===== src/rtl/dcache_pkg.sv =====
// Shared widths, address field helpers and refill FSM states for the data-cache refill path.
// Optional build macro used by the refill files: DCACHE_REFILL_CRITICAL_FIRST_EN.
package dcache_pkg;

    localparam int DOUBLE_WORD_OFFSET_WIDTH = 3;
    localparam int LINE_WIDTH               = 6;
    localparam int BLOCK_OFFSET_WIDTH       = DOUBLE_WORD_OFFSET_WIDTH + 3;
    localparam int TAG_WIDTH                = 32 - BLOCK_OFFSET_WIDTH - LINE_WIDTH;
    localparam int BLOCK_SIZE               = 1 << DOUBLE_WORD_OFFSET_WIDTH;
    localparam int BLOCK_WIDTH              = 64 * BLOCK_SIZE;
    localparam int BEAT_COUNT_WIDTH         = DOUBLE_WORD_OFFSET_WIDTH + 1;

    typedef enum logic [1:0] {
        IDLE,
        REQ,
        COLLECT,
        WRITE
    } state_t;

    function automatic logic [TAG_WIDTH-1:0] get_tag(input logic [31:0] address);
        return address[31 -: TAG_WIDTH];
    endfunction

    function automatic logic [LINE_WIDTH-1:0] get_line(input logic [31:0] address);
        return address[BLOCK_OFFSET_WIDTH +: LINE_WIDTH];
    endfunction

    function automatic logic [DOUBLE_WORD_OFFSET_WIDTH-1:0] get_word_offset(input logic [31:0] address);
        return address[3 +: DOUBLE_WORD_OFFSET_WIDTH];
    endfunction

endpackage


===== src/rtl/dcache_refill_unit_if.sv =====
// Bundle of the miss request, memory read channel and storage write port seen by the refill unit.
// Carries critical_valid/critical_data only when DCACHE_REFILL_CRITICAL_FIRST_EN is defined.
interface dcache_refill_unit_if
    import dcache_pkg::*;
();

    logic                   miss_valid;
    logic                   miss_ready;
    logic [31:0]            miss_address;

    logic                   mem_req_valid;
    logic                   mem_req_ready;
    logic [31:0]            mem_req_address;

    logic                   mem_resp_valid;
    logic                   mem_resp_ready;
    logic [63:0]            mem_resp_data;

    logic                   write_in;
    logic [LINE_WIDTH-1:0]  write_line_index;
    logic [BLOCK_WIDTH-1:0] write_block;
    logic [TAG_WIDTH-1:0]   write_tag;
    logic [BLOCK_SIZE-1:0]  write_mask;
    logic                   refill_done;

`ifdef DCACHE_REFILL_CRITICAL_FIRST_EN
    logic                   critical_valid;
    logic [63:0]            critical_data;
`endif

    // master is the refill unit; slave is the cache/memory environment around it
    modport master (
        input  miss_valid, miss_address, mem_req_ready, mem_resp_valid, mem_resp_data,
        output miss_ready, mem_req_valid, mem_req_address, mem_resp_ready,
`ifdef DCACHE_REFILL_CRITICAL_FIRST_EN
        output critical_valid, critical_data,
`endif
        output write_in, write_line_index, write_block, write_tag, write_mask, refill_done
    );

    modport slave (
        output miss_valid, miss_address, mem_req_ready, mem_resp_valid, mem_resp_data,
        input  miss_ready, mem_req_valid, mem_req_address, mem_resp_ready,
`ifdef DCACHE_REFILL_CRITICAL_FIRST_EN
        input  critical_valid, critical_data,
`endif
        input  write_in, write_line_index, write_block, write_tag, write_mask, refill_done
    );

endinterface


===== src/rtl/dcache_refill_buffer.sv =====
// Block assembly buffer: BLOCK_SIZE double words, one beat written per cycle at an arbitrary index.
// Contents are never cleared; a full refill overwrites every word.
module dcache_refill_buffer
    import dcache_pkg::*;
(
    input  logic                                clock,
    input  logic                                write_enable,
    input  logic [DOUBLE_WORD_OFFSET_WIDTH-1:0] write_index,
    input  logic [63:0]                         write_data,
    output logic [BLOCK_WIDTH-1:0]              block
);

    logic [63:0] words [BLOCK_SIZE];

    always_ff @(posedge clock) begin
        if (write_enable) begin
            words[write_index] <= write_data;
        end
    end

    for (genvar j = 0; j < BLOCK_SIZE; j++) begin : g_flatten
        assign block[64*j +: 64] = words[j];
    end

endmodule


===== src/rtl/dcache_refill_unit.sv =====
// Miss-side refill engine: one burst read per miss, assembles the block, then one storage write.
// Define DCACHE_REFILL_CRITICAL_FIRST_EN for critical-word-first bursts and the critical_* outputs.
module dcache_refill_unit
    import dcache_pkg::*;
(
    input  logic                 clock,
    input  logic                 reset,
    dcache_refill_unit_if.master bus
);

    state_t                              state;
    state_t                              next_state;
    logic [31:0]                         miss_address_q;
    logic [BEAT_COUNT_WIDTH-1:0]         beat_count;
    logic                                miss_accept;
    logic                                beat_accept;
    logic                                last_beat;
    logic [DOUBLE_WORD_OFFSET_WIDTH-1:0] start_index;
    logic [DOUBLE_WORD_OFFSET_WIDTH-1:0] buffer_index;
    logic                                unused_address_bits;

    assign miss_accept = bus.miss_valid && bus.miss_ready;
    assign beat_accept = bus.mem_resp_valid && bus.mem_resp_ready;
    assign last_beat   = beat_accept && (beat_count == BEAT_COUNT_WIDTH'(BLOCK_SIZE - 1));

`ifdef DCACHE_REFILL_CRITICAL_FIRST_EN
    // memory returns beats in wrap order starting at the missing double word
    assign start_index         = get_word_offset(miss_address_q);
    assign bus.mem_req_address = {miss_address_q[31:3], 3'b000};
    assign bus.critical_valid  = beat_accept && (beat_count == '0);
    assign bus.critical_data   = bus.mem_resp_data;
    assign unused_address_bits = ^miss_address_q[2:0];
`else
    assign start_index         = '0;
    assign bus.mem_req_address = {miss_address_q[31:BLOCK_OFFSET_WIDTH], {BLOCK_OFFSET_WIDTH{1'b0}}};
    assign unused_address_bits = ^miss_address_q[BLOCK_OFFSET_WIDTH-1:0];
`endif

    // index arithmetic wraps modulo BLOCK_SIZE by truncation
    assign buffer_index = start_index + beat_count[DOUBLE_WORD_OFFSET_WIDTH-1:0];

    assign bus.write_line_index = get_line(miss_address_q);
    assign bus.write_tag        = get_tag(miss_address_q);
    assign bus.write_mask       = '1;

    always_ff @(posedge clock) begin
        if (reset) begin
            state      <= IDLE;
            beat_count <= '0;
        end else begin
            state <= next_state;
            if (state == REQ) begin
                beat_count <= '0;
            end else if (beat_accept) begin
                beat_count <= beat_count + 1'b1;
            end
        end
    end

    always_ff @(posedge clock) begin
        if (miss_accept) begin
            miss_address_q <= bus.miss_address;
        end
    end

    always_comb begin
        next_state         = state;
        bus.miss_ready     = 1'b0;
        bus.mem_req_valid  = 1'b0;
        bus.mem_resp_ready = 1'b0;
        bus.write_in       = 1'b0;
        bus.refill_done    = 1'b0;
        case (state)
            IDLE: begin
                bus.miss_ready = 1'b1;
                if (bus.miss_valid) begin
                    next_state = REQ;
                end
            end
            REQ: begin
                bus.mem_req_valid = 1'b1;
                if (bus.mem_req_ready) begin
                    next_state = COLLECT;
                end
            end
            COLLECT: begin
                bus.mem_resp_ready = 1'b1;
                if (last_beat) begin
                    next_state = WRITE;
                end
            end
            WRITE: begin
                bus.write_in    = 1'b1;
                bus.refill_done = 1'b1;
                next_state      = IDLE;
            end
            default: next_state = IDLE;
        endcase
    end

    dcache_refill_buffer u_buffer (
        .clock        (clock),
        .write_enable (beat_accept),
        .write_index  (buffer_index),
        .write_data   (bus.mem_resp_data),
        .block        (bus.write_block)
    );

endmodule


===== src/flat_wrapper.sv =====
// flat-port wrapper written by rule: the top's interface ports become plain ports
module dcache_refill_unit_flat import dcache_pkg::*;
  (clock, reset, bus_miss_valid, bus_miss_address, bus_mem_req_ready, bus_mem_resp_valid, bus_mem_resp_data, bus_miss_ready, bus_mem_req_valid, bus_mem_req_address, bus_mem_resp_ready, bus_write_in, bus_write_line_index, bus_write_block, bus_write_tag, bus_write_mask, bus_refill_done);
  dcache_refill_unit_if bus_i ();
  input  logic clock;
  input  logic reset;
  input wire logic [$bits(bus_i.miss_valid)-1:0] bus_miss_valid;
  input wire logic [$bits(bus_i.miss_address)-1:0] bus_miss_address;
  input wire logic [$bits(bus_i.mem_req_ready)-1:0] bus_mem_req_ready;
  input wire logic [$bits(bus_i.mem_resp_valid)-1:0] bus_mem_resp_valid;
  input wire logic [$bits(bus_i.mem_resp_data)-1:0] bus_mem_resp_data;
  output wire logic [$bits(bus_i.miss_ready)-1:0] bus_miss_ready;
  output wire logic [$bits(bus_i.mem_req_valid)-1:0] bus_mem_req_valid;
  output wire logic [$bits(bus_i.mem_req_address)-1:0] bus_mem_req_address;
  output wire logic [$bits(bus_i.mem_resp_ready)-1:0] bus_mem_resp_ready;
  output wire logic [$bits(bus_i.write_in)-1:0] bus_write_in;
  output wire logic [$bits(bus_i.write_line_index)-1:0] bus_write_line_index;
  output wire logic [$bits(bus_i.write_block)-1:0] bus_write_block;
  output wire logic [$bits(bus_i.write_tag)-1:0] bus_write_tag;
  output wire logic [$bits(bus_i.write_mask)-1:0] bus_write_mask;
  output wire logic [$bits(bus_i.refill_done)-1:0] bus_refill_done;
  assign bus_i.miss_valid = bus_miss_valid;
  assign bus_i.miss_address = bus_miss_address;
  assign bus_i.mem_req_ready = bus_mem_req_ready;
  assign bus_i.mem_resp_valid = bus_mem_resp_valid;
  assign bus_i.mem_resp_data = bus_mem_resp_data;
  assign bus_miss_ready = bus_i.miss_ready;
  assign bus_mem_req_valid = bus_i.mem_req_valid;
  assign bus_mem_req_address = bus_i.mem_req_address;
  assign bus_mem_resp_ready = bus_i.mem_resp_ready;
  assign bus_write_in = bus_i.write_in;
  assign bus_write_line_index = bus_i.write_line_index;
  assign bus_write_block = bus_i.write_block;
  assign bus_write_tag = bus_i.write_tag;
  assign bus_write_mask = bus_i.write_mask;
  assign bus_refill_done = bus_i.refill_done;
  dcache_refill_unit u_core (.clock(clock), .reset(reset), .bus(bus_i));
endmodule

===== config.mk =====
export PLATFORM = sky130hd
export DESIGN_NAME = dcache_refill_unit_flat
export DESIGN_NICKNAME = d
export VERILOG_FILES = /design/src/rtl/dcache_pkg.sv /design/src/rtl/dcache_refill_unit_if.sv /design/src/rtl/dcache_refill_buffer.sv /design/src/rtl/dcache_refill_unit.sv /design/src/flat_wrapper.sv
export SDC_FILE = /design/constraint.sdc
export NUM_CORES = 1
export LEC_CHECK = 0
export ABC_AREA = 1
export CAP_MARGIN = 5
export CORE_AREA = 3 3 262 264
export CTS_CLUSTER_DIAMETER = 60
export DETAILED_ROUTE_END_ITERATION = 8
export DIE_AREA = 0 0 265 267
export GPL_ROUTABILITY_DRIVEN = 0
export HOLD_SLACK_MARGIN = 0.05
export PLACE_DENSITY = 0.62
export RECOVER_POWER = 50
export SLEW_MARGIN = 5
export SYNTH_ARGS = -nofsm -noshare
export SYNTH_HDL_FRONTEND = slang
export SYNTH_SLANG_ARGS = --single-unit

===== constraint.sdc =====
create_clock -name clock -period 9.2 [get_ports clock]
set_clock_uncertainty 0.1 [all_clocks]
set_input_delay 2.76 -clock clock [delete_from_list [all_inputs] [get_ports clock]]
set_output_delay 2.76 -clock clock [all_outputs]
set_load 0.05 [all_outputs]

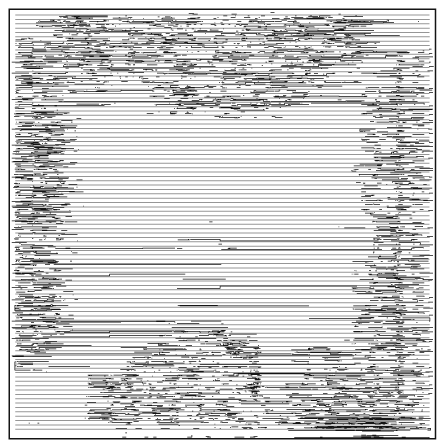
Run 1: met1 routing
Supply wires on this layer in gray.
- main direction: horizontal
- wire length on this layer: 18300 µm
- share of all routed wire: 38%
Final Routed Wirelength: 48800 µm
met1 usage: 15.06%
DR vias: 8884

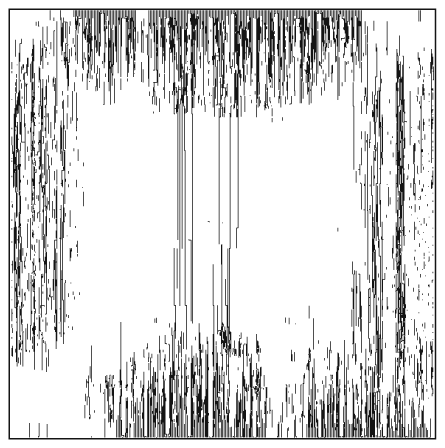
Run 1: metal 2
- nets with wire on the layer: 1302
- share of all routed wire: 51%
met2 usage: 22.93%

==> metrics.yaml, run 1 <==
outcome:
  status: "finished with violations"
  violations: "capacitance limit, slew limit"
timing:
  hold_viol: 0
  slew_violations: 254
  tightest_slew_ps: 2815
  rsz0062_at_grt: "false"
  relSlewSlack_pct: -88.33
  finalSetupTns_ps: 0
  max_freq_ghz: 0.1489
  min_period_ps: 6715
  post-route-period-util_pct: 72.99
  setup_viol: 0
  finalWorstSetupSlack_ps: 2485
  worst_hold_slack_ps: 368.9
setup_path:
  crit_fanout: 34
  regToRegSetupSlack_ps: 4470
  cpPeakStageDelay_ps: 1940
  critPathTopFamily: "buffers and inverters"
  reg2reg_to: "u_core.u_buffer.words[0][34]$_DFFE_PP_"
  r2r_start: "u_core.state[0]$_SDFFE_PP0P_"
  crit_required_ps: 9320
  path_depth: 6
  crit_buf_inv: 3
  worst_ep_arrival_time_ps: 6830
  reg2reg_depth: 7
  slowest_stage: "clkbuf_1"
  criticalPathCategory: "input pin to flop"
  endpoint_kind: "flop"
  critPathLaunch: "bus_mem_resp_valid"
  worst_setup_path_start_kind: "input pin"
  critical_path.endpoint: "u_core.u_buffer.words[0][34]$_DFFE_PP_"
  cp_cell_sequence: "dlygate4sd3_1, nand2_1, or2_0, nor2_4, clkbuf_1, buf_4"
power:
  pg_comb_mw: 0.659
  internal-power_mw: 4.225
  p_comb_share_pct: 11.7
  total_power_mw: 5.635
  powerClk_mw: 2.13
  clockPowerShare_pct: 37.7
  p_leak_nw: 8.621
  power-top-group: "sequential cells"
  powerSeq_mw: 2.85
  vdd_drop_max_uv: 144.4
  power_density_mw_per_mm2: 214.9
  netSwitchingPower_mw: 1.410
  pwr-share-seq_pct: 50.6
synth:
  ys_seq_share_pct: 96.22
  edf_count: 538
  synthTopCellsByCount: "edfxtp_1, buf_4, inv_1"
  yosysMostFrequentCell: "edfxtp_1"
  synth_area_mm2: 0.01691
  synthCells: 643
  ys_area_mm2: 0.01691
  yosys_warnings: 0
  ys_async_sr_fraction_pct: 0
  flop_cell: "edfxtp_1"
  area_leaders: "edfxtp_1, buf_4, dfxtp_1"
  syn_area_per_cell_um2: 26.31
  synth.distinct_cells: 19
  yosys.area.top_type_share_pct: 95.51
  synth_stat.cells: 643
clocking:
  cts_buffers: 55
  cts_setup_buffers: 0
  cts_tree: "done"
  root_buffer: "clkbuf_16"
  clk_path_buf_depth: 3
  clk_pin_slew_ps: 60
  clock.latency.late_pin_ps: 580
  ctsResizeCount: 0
  holdBufCountCts: 0
  clock-sinks: 544
layout:
  nets: 1454
  ff_latch_area_mm2: 0.01628
  final_core_util_pct: 39.25
  largestClassByArea: "flip-flops and latches"
  comb_share_pct: 1.322
  layoutNonFillerInstCount: 2265
  final_layout_size_suffix_gt1_share_pct: 6.906
  layout_top_cell: "clkdlybuf4s50_1"
  final_area_mm2: 0.02622
  seq_area_share_pct: 62.07
  logic_gates: 57
  nonClkBufAreaFrac_pct: 25.61
  areaGrowthSynthToFinish_pct: 55.03
  diodes: 2
  fillers: 5976
  most-common-layout-cells: "clkdlybuf4s50_1, edfxtp_1, dlygate4sd3_1"
  n_all_inverters: 13
  clkCellAreaFrac_pct: 6.632
  clkbuf_count: 64
  n_all_buffers: 677
floorplanning:
  fp_util_pct: 25.32
  die_area_mm2: 0.07076
  ios: 684
  row_count: 95
global_routing:
  grt_max_degree: 43
  grt_pass1_wl_um: 67340
  gr-total-overflow: 0
  grt_pass1_vias: 9167
drt:
  drt_pass1_iterations: 6
  drcViolationCount: 0
  wl_per_cell_um: 21.55
  antenna_left: 0
  detail_route.vias_per_cell: 3.922
  drtIter0Drc: 735
flow_run:
  warning_count: 35
  max_cap_viol_count: 8
placement:
  dp_hpwl_um: 33050
  place_ws_ps: 3259
  placed_area_mm2: 0.02454
  port_buffers: 663
  post-place-cells: 2164
min_path:
  hp-class: "flop to flop"
  min_from: "u_core.beat_count[3]$_SDFFE_PP0P_"
  min_to: "u_core.beat_count[3]$_SDFFE_PP0P_"
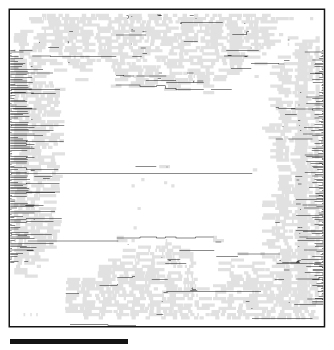
Run 1: met3 routing
Scale bar: 100 µm. Cells faint in the background.
- longest straight run: 203 µm
- wire length on this layer: 4290 µm
- share of all routed wire: 8.8%
- nets with wire on the layer: 333
met3 Use GR: 4.554%

## run 1: layer usage
metal	vias up	wire length [µm]	track usage, %
met2	466	24790	22.93
met4	2	1358	4.440
met5	-	10	0
met3	95	4292	4.554
li1	3895	-	-
met1	4426	18350	15.06
## run 1: cells by family after synthesis
group | Yosys count | share of synthesized area [%]
other cells | 2 | 0.04440
flops | 544 | 96.22
buf+inv | 54 | 2.108
simple gates | 28 | 0.7989
fa+ha+maj | 5 | 0.3698
compound gates | 10 | 0.4586
## run 1: flip-flops by register name, indices dropped and copies added, names as in the netlist
| name | flops |
|---|---|
| u_core.beat_count | 4 |
| u_core.state | 2 |
| u_core.u_buffer.words | 512 |
| u_core.miss_address_q | 26 |
--- run 2 (diff from run 1) ---
CORE_AREA = 3 3 268 270   (was 3 3 262 264)
DIE_AREA = 0 0 271 273   (was 0 0 265 267)
clock period = 5.66 ns   (was 9.2 ns; I/O delays follow)
==> run 2 against run 1 <==
The run still ends with capacitance limit, slew limit left. Non-clock buffer count is 2 higher. Critical endpoint is now u_core.u_buffer.words[4][23]$_DFFE_PP_. Clock power is 77% higher. Sequential cell count unchanged. Critical path depth shrank 1.
==> metrics.yaml, run 2 <==
layout:
  final_layout_size_suffix_gt1_share_pct: 7.835  # was 6.906%
  nets: 1462  # was 1454
  layout_top_cell: "clkdlybuf4s50_1"  # unchanged
  areaGrowthSynthToFinish_pct: 57.09  # was 55.03%
  top_register: "u_core.u_buffer.words"  # unchanged
  diodes: 1  # was 2
  n_all_inverters: 13  # unchanged
  clkbuf_count: 81  # was 64
  n_all_buffers: 679  # was 677
  largest_reg_flops: 512  # unchanged
  layoutNonFillerInstCount: 2345  # was 2265
  comb_share_pct: 1.271  # was 1.322%
power:
  p_comb_share_pct: 11.4  # was 11.7%
  power_density_mw_per_mm2: 356.5  # was 214.9 mW/mm²
  powerSeq_mw: 4.63  # was 2.85 mW
  vdd_drop_max_uv: 284.3  # was 144.4 µV
  power-top-group: "sequential cells"  # unchanged
  pwr-share-seq_pct: 48.8  # was 50.6%
  netSwitchingPower_mw: 2.399  # was 1.410 mW
synth:
  area_leaders: "edfxtp_1, buf_4, dfxtp_1"  # unchanged
  yosys_warnings: 0  # unchanged
  mux_area_share_pct: 0  # unchanged
  synth.distinct_cells: 19  # unchanged
  yosys.area_share.aoi_pct: 0.4586  # unchanged
  ys_seq_share_pct: 96.22  # unchanged
  synthCells: 643  # unchanged
  edf_count: 538  # unchanged
  syn_area_per_cell_um2: 26.31  # unchanged
  ys_area_mm2: 0.01691  # unchanged
floorplanning:
  ios: 684  # unchanged
  row_count: 97  # was 95
setup_path:
  slowest_stage: "clkbuf_2"  # was clkbuf_1
  worst_ep_arrival_time_ps: 4770  # was 6830 ps
  crit_required_ps: 5730  # was 9320 ps
  crit_buf_inv: 2  # was 3
  r2r_start: "u_core.state[0]$_SDFFE_PP0P_"  # unchanged
drt:
  drcViolationCount: 0  # unchanged
  antenna_left: 0  # unchanged
  dr.max_layer_used: "met4"  # was met5
  detail_route.vias_per_cell: 3.850  # was 3.922
  routed-wl-met3_um: 3968  # was 4292 µm
timing:
  tightest_slew_ps: 2466  # was 2815 ps
  finalSetupTns_ps: 0  # unchanged
  max_freq_ghz: 0.2128
  slew_violations: 94  # was 254
  post-route-period-util_pct: 83.01
clocking:
  clock-sinks: 544  # unchanged
  cts_tree: "done"  # unchanged
  clock.latency.late_pin_ps: 600  # was 580 ps
  clk_path_buf_depth: 3  # unchanged
  ctsResizeCount: 0  # unchanged
  cts_setup_buffers: 0  # unchanged
min_path:
  min_from: "u_core.beat_count[3]$_SDFFE_PP0P_"  # unchanged
  hp-class: "flop to flop"  # unchanged
  min_to: "u_core.beat_count[3]$_SDFFE_PP0P_"  # unchanged
outcome:
  violations: "capacitance limit, slew limit"  # unchanged
  status: "finished with violations"  # unchanged
flow_run:
  warning_count: 35  # unchanged
  max_cap_viol_count: 3  # was 8
global_routing:
  top_usage_layer: "met2"  # unchanged
  use_met3_pct: 3.933  # was 4.554%
  use_met1_pct: 14.84  # was 15.06%
  gr-total-overflow: 0  # unchanged
placement:
  placed_area_mm2: 0.02471  # was 0.02454 mm²
  post-place-cells: 2233  # was 2164
  port_buffers: 663  # unchanged
## run 2: cell count changes in the layout (fill, tap and decap cells not counted), moves of 2 or more
cell             change
clkbuf_8             +3
clkdlybuf4s50_1      +4
buf_12               +4
clkbuf_16            +6
nor2_1               +3
nor2_4               -3
clkinv_2             -4
clkbuf_1             +3
dlygate4sd3_1        -4
clkinvlp_4           +2
inv_8                +2
clkinv_1             -4
clkbuf_2             +2
## run 2: metrics by stage
stage                     hold slack [ps]  power, mW  setup slack (ps)  utilization (%)
after global routing                386.9      9.797             771.4            38.07
after CTS                           377.7      9.613              1545            38.19
after detailed placement            363.7      5.818              1306            35.41
after floorplan                     336.4      5.396             362.8                -
after global placement              366.9      5.804              1324            35.41
final                               372.0      9.473             961.4            38.08
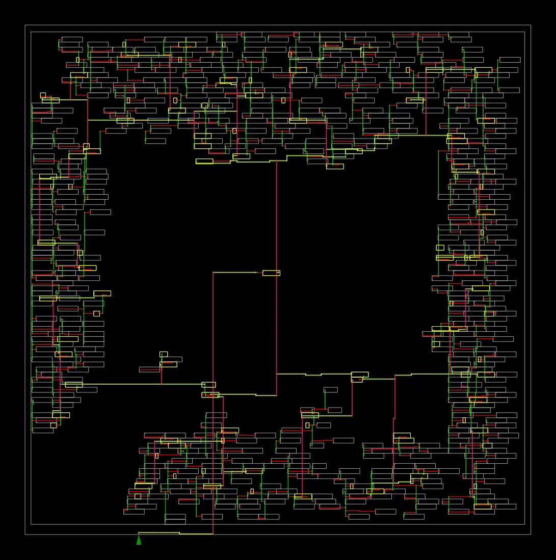
Run 2: clock routing
Clock Power: 3.77 mW
CTS Buf Count: 61

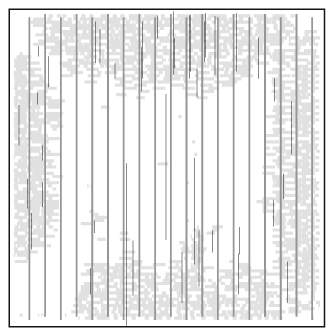
Run 2: M4 wires
Supply wires on this layer in gray. Cells faint in the background.
- wire length on this layer: 1520 µm
- share of all routed wire: 3.0%
- longest straight run: 140 µm
- nets with wire on the layer: 19
- main direction: vertical
Final Routed Wirelength: 50620 µm
DR vias: 9028

Run 2, met3 routing:
Scale bar: 100 µm. Cells faint in the background.
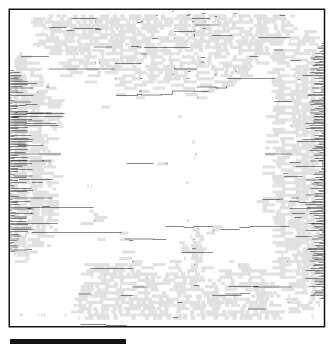

--- run 3 (diff from run 2) ---
clock period = 4.1 ns   (was 5.66 ns; I/O delays follow)
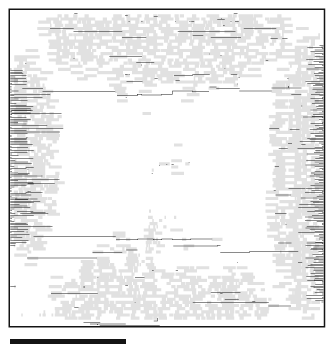
Run 3: met3 routing
Scale bar: 100 µm. Cells faint in the background.
- longest straight run: 70.8 µm
- share of all routed wire: 7.8%
- nets with wire on the layer: 315
- main direction: horizontal
- wire length on this layer: 4050 µm
met3 Use GR: 3.845%
Final Routed Wirelength: 51650 µm
DR vias: 9029

==> run 3 against run 2 <==
Combinational power rose by 39%. Utilization fell by 0.21 points. Clock-buffer cell count fell by 10. Area after synthesis did not move. Hold slack got worse by 6.8 ps. Critical path type unchanged. Non-clock buffer count did not move. The run still ends with capacitance limit, slew limit left. Largest power group unchanged. Cell count fell by 0.34%. Sequential cell count did not move. Critical path depth did not move.
==> metrics.yaml, run 3 <==
layout:
  comb_share_pct: 1.255  # was 1.271%
  diodes: 0  # was 1
  layoutNonFillerInstCount: 2337  # was 2345
  logic_gates: 57  # unchanged
  reg_top3: "u_core.u_buffer.words: 512 flops, u_core.miss_address_q: 26 flops, u_core.beat_count: 4 flops"  # unchanged
  seq_area_share_pct: 61.59  # was 61.25%
  most-common-layout-cells: "clkdlybuf4s50_1, edfxtp_1, dlygate4sd3_1"  # unchanged
  n_all_inverters: 13  # unchanged
  fillers: 6374  # was 6418
  largestClassByArea: "flip-flops and latches"  # unchanged
  largest_reg_flops: 512  # unchanged
  areaGrowthSynthToFinish_pct: 56.22  # was 57.09%
  layout_top_cell: "clkdlybuf4s50_1"  # unchanged
  top_register: "u_core.u_buffer.words"  # unchanged
  clkCellAreaFrac_pct: 6.908  # was 7.289%
  nets: 1459  # was 1462
  nonClkBufAreaFrac_pct: 25.61  # was 25.57%
  ff_latch_area_mm2: 0.01628  # unchanged
  final_area_mm2: 0.02642  # was 0.02657 mm²
synth:
  yosys.area.top_type_share_pct: 95.51  # unchanged
  synth_area_mm2: 0.01691  # unchanged
  synthTopCellsByCount: "edfxtp_1, buf_4, inv_1"  # unchanged
  synth.distinct_cells: 19  # unchanged
  area_leaders: "edfxtp_1, buf_4, dfxtp_1"  # unchanged
  flop_cell: "edfxtp_1"  # unchanged
  edf_count: 538  # unchanged
  ys_area_mm2: 0.01691  # unchanged
  yosysMostFrequentCell: "edfxtp_1"  # unchanged
  ys_seq_share_pct: 96.22  # unchanged
  ys_async_sr_fraction_pct: 0  # unchanged
  yosys_warnings: 0  # unchanged
  syn_area_per_cell_um2: 26.31  # unchanged
  synth_stat.cells: 643  # unchanged
timing:
  tightest_slew_ps: 1515  # was 2466 ps
  setup_viol: 0  # unchanged
  slew_violations: 27  # was 94
  rsz0062_at_grt: "false"  # unchanged
  hold_viol: 0  # unchanged
  max_freq_ghz: 0.2779
  post-route-period-util_pct: 87.78
  relSlewSlack_pct: -1.004  # was -65.01%
  min_period_ps: 3599
  worst_hold_slack_ps: 365.1  # was 372.0 ps
setup_path:
  slowest_stage: "clkbuf_2"  # unchanged
  cpPeakStageDelay_ps: 950  # was 1660 ps
  reg2reg_depth: 6  # unchanged
  critPathLaunch: "bus_mem_resp_valid"  # unchanged
  regToRegSetupSlack_ps: 960  # was 1940 ps
  path_depth: 5  # unchanged
  crit_required_ps: 4190  # was 5730 ps
  cp_cell_sequence: "dlygate4sd3_1, nand2_1, or2_0, nor2_1, clkbuf_2"  # was dlygate4sd3_1, nand2_2, or2_0, nor2_4, clkbuf_2
  crit_buf_inv: 2  # unchanged
  endpoint_kind: "flop"  # unchanged
  reg2reg_to: "u_core.u_buffer.words[2][4]$_DFFE_PP_"  # was u_core.u_buffer.words[4][23]$_DFFE_PP_
  worst_setup_path_start_kind: "input pin"  # unchanged
  r2r_start: "u_core.state[0]$_SDFFE_PP0P_"  # unchanged
  criticalPathCategory: "input pin to flop"  # unchanged
  critical_path.endpoint: "u_core.u_buffer.words[2][4]$_DFFE_PP_"  # was u_core.u_buffer.words[4][23]$_DFFE_PP_
  crit_fanout: 32  # was 64
  worst_ep_arrival_time_ps: 3690  # was 4770 ps
  critPathTopFamily: "buffers and inverters"  # unchanged
clocking:
  clk_pin_slew_ps: 60  # about the same
  root_buffer: "clkbuf_16"  # unchanged
  holdBufCountCts: 0  # unchanged
  clk_path_buf_depth: 3  # unchanged
  cts_tree: "done"  # unchanged
  cts_setup_buffers: 0  # unchanged
  ctsResizeCount: 0  # unchanged
  htree_levels: 2  # unchanged
power:
  internal-power_mw: 9.628  # was 7.074 mW
  total_power_mw: 12.90  # was 9.473 mW
  power_density_mw_per_mm2: 488.1  # was 356.5 mW/mm²
  pwr-share-seq_pct: 49.5  # was 48.8%
  clockPowerShare_pct: 38.9  # was 39.8%
  pg_comb_mw: 1.50  # was 1.08 mW
  powerSeq_mw: 6.38  # was 4.63 mW
  power-top-group: "sequential cells"  # unchanged
  netSwitchingPower_mw: 3.270  # was 2.399 mW
  p_leak_nw: 8.680  # was 8.750 nW
  p_comb_share_pct: 11.7  # was 11.4%
  vdd_drop_max_uv: 435.4  # was 284.3 µV
global_routing:
  grt_pass1_wl_um: 71340  # was 70630 µm
  use_met2_pct: 24.57  # was 23.27%
  gr-total-overflow: 0  # unchanged
  use_met1_pct: 14.40  # was 14.84%
  top_usage_layer: "met2"  # unchanged
  grt_max_degree: 65  # unchanged
  grt_pass1_vias: 9700  # was 9562
outcome:
  violations: "capacitance limit, slew limit"  # unchanged
  status: "finished with violations"  # unchanged
drt:
  routed-wl-met3_um: 4046  # was 3968 µm
  met1_length_um: 18580  # was 18870 µm
  met2_length_um: 27350  # was 26260 µm
  detail_route.vias_per_cell: 3.864  # was 3.850
  drcViolationCount: 0  # unchanged
  drtIter0Drc: 597  # was 650
  drt_pass1_iterations: 4  # unchanged
  wl_per_cell_um: 22.10  # was 21.58 µm
  dr.max_layer_used: "met4"  # unchanged
  antenna_left: 0  # unchanged
floorplanning:
  row_count: 97  # unchanged
  fp_util_pct: 24.24  # unchanged
  ios: 684  # unchanged
min_path:
  min_to: "u_core.beat_count[3]$_SDFFE_PP0P_"  # unchanged
  min_from: "u_core.beat_count[3]$_SDFFE_PP0P_"  # unchanged
  hp-class: "flop to flop"  # unchanged
flow_run:
  max_cap_viol_count: 1  # was 3
  warning_count: 36  # was 35
placement:
  placed_area_mm2: 0.02473  # was 0.02471 mm²
  dp_hpwl_um: 34400  # was 34100 µm
  post-place-cells: 2233  # unchanged
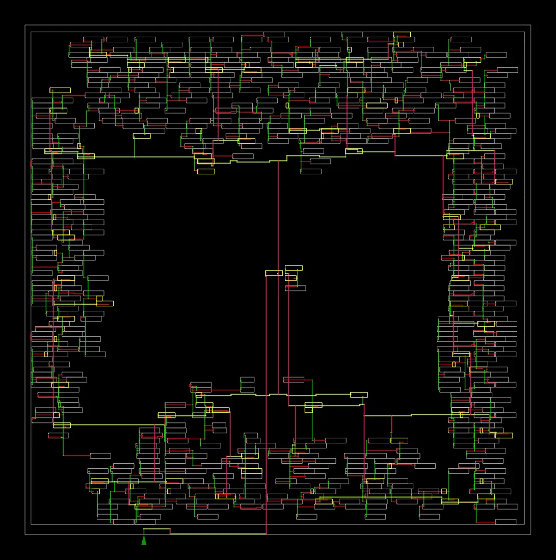
Run 3: clock routing
clk ins delay skew pair: 590 ps
Clock Power: 5.01 mW
Clock Sinks: 544
layout clock buffer count: 71
CTS Buf Count: 58

run 3: cell counts after synthesis:
Identical to the previous run, type by type.
run 3: kinds of logic after synthesis:
kind of cell / after synthesis / synth area share [%]
compound gates: 10 / 0.4586
simple gates: 28 / 0.7989
flops: 544 / 96.22
buf+inv: 54 / 2.108
other cells: 2 / 0.04440
fa+ha+maj: 5 / 0.3698
run 3: through the flow:
stage          utilization (%)  setup slack, ps  setup TNS, ps
3_5_place_dp             35.43            755.7              0
4_1_cts                  38.05            434.6              0
6_report                 37.86            501.2              0
2_1_floorplan                -           -729.2        -186680
5_1_grt                  37.86            340.7              0
3_3_place_gp             35.43            753.3              0
run 3: worst reg2reg max path, cell delays in order (launching register included):
cell and delay (ps):
dfxtp_1 330, inv_1 120, ha_1 270, nand2_1 130, or2_0 370, nor2_1 390
clkbuf_2 950
No activity file was given, so power comes from the tool's default toggle rates.
